==> config.mk <==
export PLATFORM = sky130hd
export DESIGN_NAME = fifo_lvl_ack
export DESIGN_NICKNAME = d
export VERILOG_FILES = /design/src/rtl/fifo_lvl_ack.sv
export SDC_FILE = /design/constraint.sdc
export NUM_CORES = 1
export LEC_CHECK = 0
export CAP_MARGIN = 25
export CORE_MARGIN = 2
export CORE_UTILIZATION = 38
export DETAILED_ROUTE_END_ITERATION = 7
export SKIP_LAST_GASP = 1
export SYNTH_ARGS = -nofsm -noshare
export SYNTH_HDL_FRONTEND = slang
export SYNTH_SLANG_ARGS = --single-unit
==> constraint.sdc <==
create_clock -name clk -period 5.74 [get_ports clk]
set_input_delay 0.574 -clock clk [delete_from_list [all_inputs] [get_ports clk]]
set_output_delay 0.574 -clock clk [all_outputs]
set_load 0.05 [all_outputs]
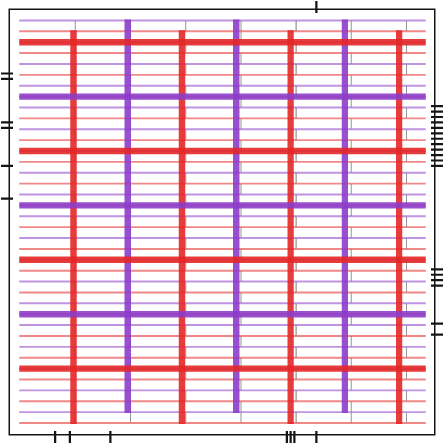
(images/pdn.png)
(4 px per um) Pins as bars on the die edge. Tap cells in grey.
Red is VSS. Purple is VDD.
7 straps on met4. 32 signal pins sit on the boundary. 7 straps on met5. 38 met1 rails follow the rows.
Die X: 106 um
core area: 0.0102 mm2

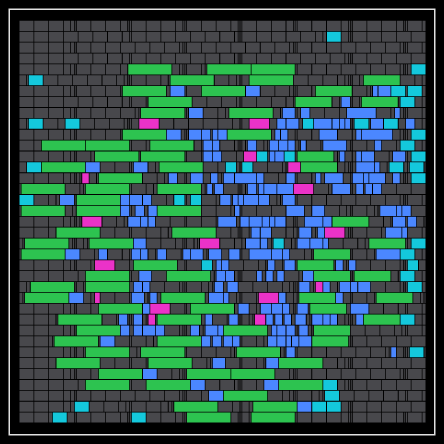
(images/cell_classes.png)
(4 px per um) Fill, decap, tap and diode cells in grey.
Cyan is other buffers and delay cells, cells 41, share of their area 8.8%. Blue is all other logic, cells 207, share of their area 34%. Magenta is clock drivers and dummy loads, cells 16, share of their area 3.8%. Green is flops, cells 82, share of their area 54%.
flop share of the area: 0.519
final core utilization: 0.447

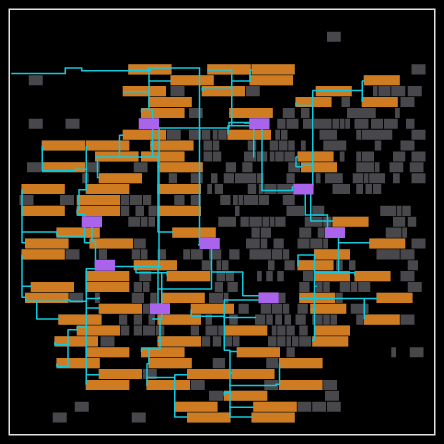
(images/clock_map.png)
(4 px per um)
Purple is cells driving clock nets, count 9. Cyan is clock wires, length 955 um. Orange is flip-flops, count 82.
Position of the flops: spread over the die.
Latency at later pin: 0.35 ns
Setup Skew: 0.00677 ns

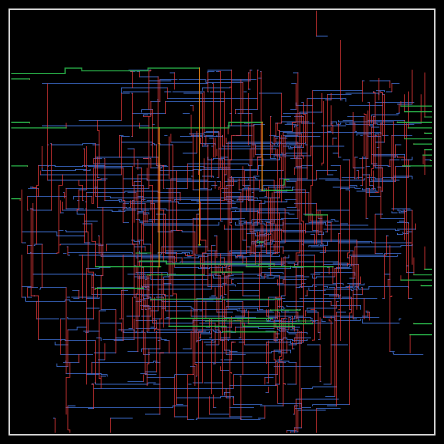
(images/metal_stack.png)
(4 px per um)
Red is met2, wire length 4070 um. Blue is met1, wire length 3980 um. Green is met3, wire length 458 um. Orange is met4, wire length 95.9 um.
routed length per placed instance: 17.9 um
via count: 2553
Detailed Route WL: 8610 um

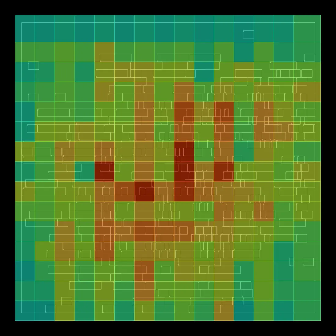
(images/final_congestion.png)
met3 Resource Use GR: 0.0460
routing usage on met1: 0.228
GR Util met2: 0.262
gr busiest metal: met2
Tot GR Track Use: 0.167

==> impl_metrics.csv <==
group,metric,value,unit
final_layout,clkbuf_count,10,
timing,rsz0062_at_grt,"false",
timing,maxSlewHeadroom,0.426,
worst_setup_path,critical-path-top-delay-family,"adder cells",
worst_setup_path,start_kind,"flip-flop",
final_layout,final_layout_size_suffix_gt1_frac,0.113,
worst_hold_path,min_path_cells,1,
logic_synthesis,mux_share,0.0462,
timing,finalSetupViolCount,0,
flow_run,tool_warnings,26,
grt,grt_pass1_wl,14000,um
worst_setup_path,path_depth,14,
final_layout,nonClockBufferCount,41,
final_layout,dominant_cells,"sequential cells",
floorplanning,ios,32,
floorplanning,initial_core_util,0.386,
timing,min_period,4.38,ns
drt,drt-vias-per-instance,5.30,
timing,min_period_over_period,0.763,
floorplanning,chipArea,0.0112,mm2
drt,ant_nets,0,
placed_design,dp_cells,465,
final_layout,lay_top_count,"edfxtp_1",
logic_synthesis,yosys_cells,311,
final_layout,diodes,0,
worst_setup_path,r2r_slack,1.36,ns
final_layout,num-fill-cells,941,
worst_setup_path,crit_type,"flip-flop to flip-flop",
final_layout,stdcell_count,482,
clock_network,htreeDepth,3,
worst_setup_path,r2r_cells,14,
drt,top_layer_used,"met4",
floorplanning,std_cell_rows,37,
placed_design,dp_hpwl,5840,um
status,status,"finished, final reports clean",
timing,whs,0.509,ns
clock_network,clockBufferDepth,2,
worst_setup_path,cp_max_fo,13,
grt,grt_pass1_vias,2561,
pwr,maxPowerGroup,"sequential cells",
pwr,powerClk,0.362,mW
grt,grt_max_degree,58,
flow_run,maxCapViolations,0,
logic_synthesis,topCellsByArea,"edfxtp_1, dfrtp_1, mux2i_1",
drt,wl_met2,4070,um
final_layout,fin_nets,363,
timing,max_freq,228,MHz
pwr,peakVddDrop,0.266,mV
logic_synthesis,synthCells,311,
final_layout,logic_area,0.00144,mm2
logic_synthesis,yosys.area_share.aoi,0.110,
clock_network,cts_hold_buf,0,
pwr,leakagePower,1.57,nW
final_layout,inverters,10,
worst_setup_path,cp-end-kind,"flip-flop",
pwr,p_seq_frac,0.400,
timing,tightest_slew,0.859,ns
grt,grt_overflow_total,0,
logic_synthesis,synth_area,0.00395,mm2
pwr,p_comb,0.712,mW
drt,drc,0,
pwr,power_switching,0.692,mW
drt,dr_wl_met3,457,um
final_layout,seq_cells,82,
final_layout,final-clk-cell-share,0.0367,
drt,wl_met1,3980,um
final_layout,sh_comb_area,0.315,
logic_synthesis,synth.top_cell.area_share,0.486,
worst_setup_path,worstPathCellList,"inv_1 > ha_1 > inv_1 > fa_1 > or3_4 > o31ai_4 > inv_2 > ha_1 > ha_1 > xnor2_1 > xnor2_1 > a31o_1 > and2_4 > o31ai_1",
logic_synthesis,avgSynthCellArea,12.7,um2
timing,tns,0,ns
logic_synthesis,edf_count,64,
logic_synthesis,syn-num-nets,333,
logic_synthesis,yosysUniqueCellTypes,50,
placed_design,gp_congestion,0.834,
logic_synthesis,synth-xor-area-share,0.0237,
pwr,clockPowerShare,0.202,
worst_setup_path,max_stage_delay,0.63,ns
logic_synthesis,ys_area,0.00395,mm2
logic_synthesis,simple_gate_area_frac,0.152,
Power figures rest on the tool's default switching activity, not on a simulated workload.
